Figure 1. Placed standard cells (run 1).
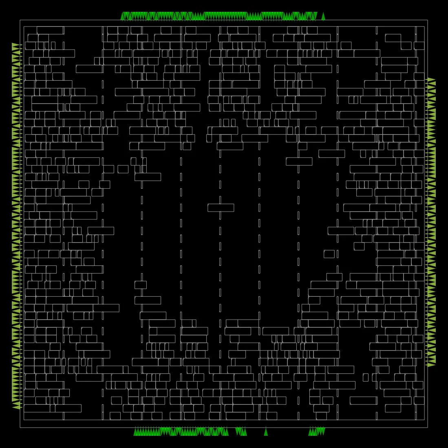
Figure 2. Clock distribution (run 1).
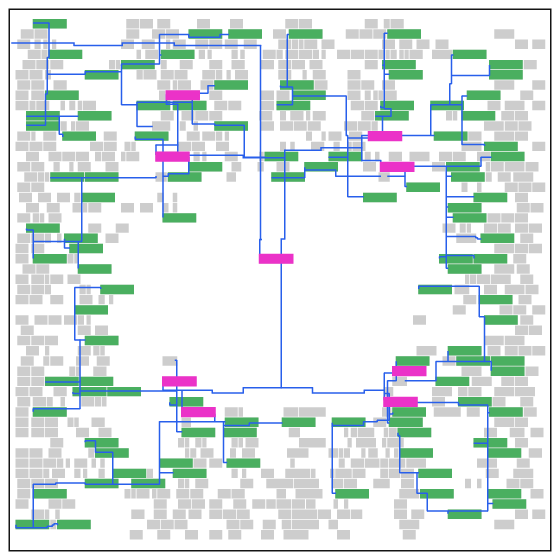
Figure 3. Sequential cells coloured by netlist name (run 1).
Other sequential cells in the stronger grey, the rest of the logic in the fainter grey.
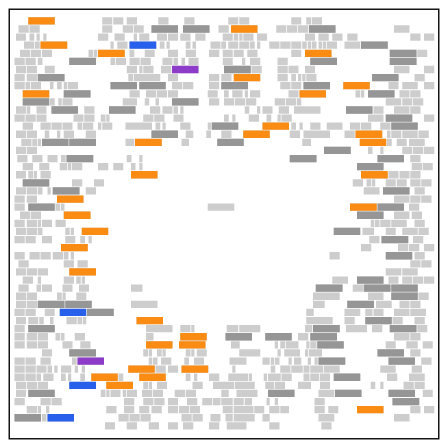
==> config.mk <==
export PLATFORM = sky130hd
export DESIGN_NAME = mul_arbiter
export DESIGN_NICKNAME = d
export VERILOG_FILES = /design/src/rtl/mdu_pkg.sv /design/src/rtl/rr_arb2.sv /design/src/rtl/mul_arbiter.sv
export SDC_FILE = /design/constraint.sdc
export NUM_CORES = 1
export LEC_CHECK = 0
export CORE_MARGIN = 1
export CORE_UTILIZATION = 25
export CTS_CLUSTER_SIZE = 14
export DETAILED_ROUTE_END_ITERATION = 12
export HOLD_SLACK_MARGIN = 0.03
export SYNTH_ARGS = -nofsm -noshare
export SYNTH_HDL_FRONTEND = slang
export SYNTH_HIERARCHICAL = 1
export SYNTH_SLANG_ARGS = --single-unit
==> constraint.sdc <==
create_clock -name clk -period 3.55 [get_ports clk]
set_input_delay 0.71 -clock clk [delete_from_list [all_inputs] [get_ports clk]]
set_output_delay 0.71 -clock clk [all_outputs]
set_load 0.1 [all_outputs]
==> Slide: Implementation Results, run 1 <==
Synthesis and Place & Route Summary

STA
  • Slew Limit Headroom: 0.321
  • RSZ-0062 raised after global routing: false
  • Period utilization: 0.937
  • Max Fclk: 0.301 GHz

Route
  • Final wirelength: 14700 um
  • First drt pass iteration count: 4

Synth
  • Top cell area share: 0.543
  • Cell taking the most area after synthesis: dfrtp_1
  • Post-Synth Adder-Cell Area: 0.0125
  • EDFF count, synth: 0

CTS
  • Num Clock Sinks: 109
  • Max clock buf depth: 2
  • H-Tree Depth: 3
  • CTS tree: built

Floorplan
  • Row cnt: 51
  • Vert. Die Dim: 144 um

Final layout
  • Area Overhead vs Synth: 70.5%
  • Finished Layout Cells: 977

Worst setup path
  • Critical path launch point type: flip-flop

Placement
  • Post-DP Area: 8270 sq um

Run status
  • Status: finished, final reports clean

Global route
  • Initial antenna violation count: 0
Back to the opening pictures, Figure 1:
final core utilization: 0.437
Tap Cells: 265

Back to the opening pictures, Figure 2:
[green] flip-flops | count: 109
[blue] clock wires | length: 1520 um
[magenta] clock drivers | count: 9
routed clock nets	10
clk latency late pin: 0.36 ns
final setup skew: 0.00993 ns

Back to the opening pictures, Figure 3:
colour	netlist name	placed flops
orange	mul_b	32
blue	resp_tag	4
purple	mul_op	2
Register Area: 2730 sq um
sequential cell area share: 0.319

-- run 1: per-layer routing --
metal	vias to the layer above	GRT usage	routed length, um	part of all wire
li1	2032	-	-	-
met1	1958	0.156	5810	0.39
met2	195	0.250	7340	0.50
met3	17	0.0536	1350	0.091
met4	0	0.0448	240	0.016
met5	-	0	0	0
-- run 1: through the flow --
stage	setup slack (ns)	hold WS [ns]
finish	0.224	0.481
global route	0.0750	0.507
CTS	0.206	0.487
detailed placement	0.254	0.469
global placement	0.336	0.462
floorplan	0.00678	0.506
-- run 1: cell usage in the layout, fill, tap and decap left out, drive strengths merged, types with 2 or more instances in the layout --
master         Yosys  final
clkdlybuf4s50      0    283
dfrtp            109    109
nand2             75     75
o21ai             73     73
mux2i             72     72
mux2              33     33
buf               19     14
clkbuf             8     10
inv                7      8
ha                 5      5
clkinvlp           0      4
nor2               4      4
nor3b              3      3
a21oi              2      2
a21boi             2      2
-- run 1: cell families after synthesis --
| logic type | Yosys count |
|---|---|
| and+or+nand+nor | 89 |
| adders and majority gates | 5 |
| xor gates and xnor gates | 1 |
| DFF | 109 |
| muxes | 105 |
| AOI/OAI and AO/OA | 83 |
| buffers and inverters | 34 |
-- run 1: worst max-delay path, stage by stage (launching register included) --
cell and delay (ns):
dfrtp_1 0.41, inv_1 0.15, ha_2 0.31, clkinvlp_4 0.11, or3_4 0.36, nor3b_4 0.30, a21boi_4 0.39, buf_12 0.22
-- run 1: area by class of cell --
class / instances / share of cell area
Timing Repair Buffer: 297 / 0.352
Sequential cell: 109 / 0.319
Multi-Input combinational cell: 283 / 0.253
Tap cell: 265 / 0.0387
Clock buffer: 10 / 0.0279
Clock inverter: 6 / 0.00643
Inverter: 7 / 0.00395
-- run 1: cell usage after synthesis (2+ instances only) --
cell type	n
clkbuf_1	8
o21ai_0	72
nor3b_1	3
inv_1	7
buf_12	3
nand2_1	75
nor2_1	4
mux2i_1	72
ha_1	5
buf_2	15
mux2_4	30
a21oi_1	2
mux2_2	3
dfrtp_1	109
--- run 2 (diff from run 1) ---
--- a/config.mk
+++ b/config.mk
@@ -5,7 +5,6 @@
 export SDC_FILE = /design/constraint.sdc
 export NUM_CORES = 1
 export LEC_CHECK = 0
-export CORE_MARGIN = 1
 export CORE_UTILIZATION = 25
 export CTS_CLUSTER_SIZE = 14
 export DETAILED_ROUTE_END_ITERATION = 12
==> Slide: Implementation Results, run 2 <==
Synthesis and Place & Route Summary

Run status
  • Status: finished, final reports clean (unchanged)

STA
  • Period utilization: 0.937 (unchanged)
  • Max Fclk: 0.301 GHz (unchanged)
  • Final setup skew: 0.00993 ns (unchanged)
  • RSZ-0062 raised after global routing: false (unchanged)
  • Slew Limit Headroom: 0.321 (unchanged)

Global route
  • M1 GR Usage: 0.156 (unchanged)
  • Met3 Use GR: 0.0536 (unchanged)
  • Initial antenna violation count: 0 (unchanged)
  • Met2 GRT Util: 0.250 (unchanged)
  • Busiest grt layer: met2 (unchanged)

Final layout
  • Most numerous logic cells after layout: clkdlybuf4s50_1, dfrtp_1, nand2_1, mux2i_1, o21ai_0 (unchanged)
  • Finished Layout Cells: 977 (unchanged)
  • Area Overhead vs Synth: 70.5% (unchanged)
  • Most numerous logic cell after layout: clkdlybuf4s50_1 (unchanged)

Floorplan
  • Vert. Die Dim: 144 um (unchanged)
  • Row cnt: 51 (unchanged)

Synth
  • Yosys top cell by instances: dfrtp_1 (unchanged)
  • EDFF count, synth: 0 (unchanged)
  • Cell taking the most area after synthesis: dfrtp_1 (unchanged)
  • Top cell area share: 0.543 (unchanged)
  • Top cells by count, synth: dfrtp_1, nand2_1, mux2i_1, o21ai_0, mux2_4 (unchanged)

Worst setup path
  • Critical path launch point type: flip-flop (unchanged)
  • Slowest cell delay on critical path: 0.41 ns (about the same)
  • Critical-path cell list: inv_1 -> ha_2 -> clkinvlp_4 -> or3_4 -> nor3b_4 -> a21boi_4 -> buf_12 (unchanged)
  • WP buf/inv: 3 (unchanged)

Placement
  • Post-DP Area: 8270 sq um (unchanged)
  • Post-Place Setup Slack: 0.254 ns (unchanged)

CTS
  • Num Clock Sinks: 109 (unchanged)
  • H-Tree Depth: 3 (unchanged)
## run 2: cell counts after synthesis
Identical to the previous run, type by type.
## run 2: area by class of cell
| type | count | area share |
|---|---|---|
| timing repair buffer | 297 | 0.352 |
| sequential | 109 | 0.319 |
| multi-input combinational | 283 | 0.253 |
| tap | 265 | 0.0387 |
| clock buffer | 10 | 0.0279 |
| clock inverter | 6 | 0.00643 |
| inverter | 7 | 0.00395 |
## run 2: worst min-delay path, stage by stage, from the launching register on
cell,delay (ns)
dfrtp_1,0.35
nand2_1,0.04
o21ai_0,0.06
## run 2: logic make-up after synthesis
| group | count (synthesis) | share of synthesized area |
|---|---|---|
| adders and majority gates | 5 | 0.0125 |
| buffers and inverters | 34 | 0.0404 |
| xor gates and xnor gates | 1 | 0.00174 |
| AOI/OAI and AO/OA | 83 | 0.0879 |
| muxes | 105 | 0.240 |
| and+or+nand+nor | 89 | 0.0745 |
| DFF | 109 | 0.543 |
## run 2: through the flow
| step | utilization | hold slack (ns) |
|---|---|---|
| 2_1_floorplan | - | 0.506 |
| 3_3_place_gp | 0.422 | 0.462 |
| 3_5_place_dp | 0.422 | 0.469 |
| 4_1_cts | 0.437 | 0.487 |
| 5_1_grt | 0.437 | 0.507 |
| 6_report | 0.437 | 0.481 |
## run 2: layer usage
metal / part of all wire / up-vias
li1: - / 2032
met1: 0.39 / 1958
met2: 0.50 / 195
met3: 0.091 / 17
met4: 0.016 / 0
met5: 0 / -
Figure 4. Wire density map (run 2).
The bar under the picture is 50 um long. 29 x 29 tiles, from dark purple (low) to yellow (high), scaled to the fullest tile. Values are wire area over tile area, all layers added.
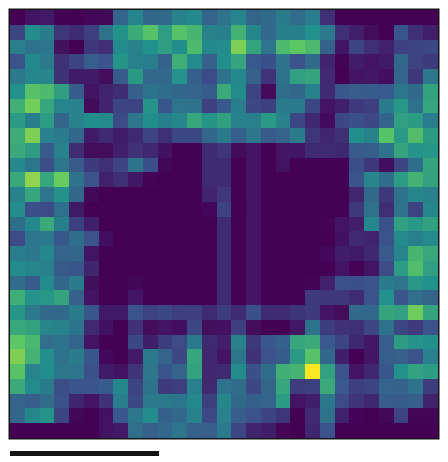
emptiest ninth of the die	middle
densest ninth of the die	top middle
nearly empty tiles	21%
final wirelength: 14700 um
GRT Util Overall: 0.142

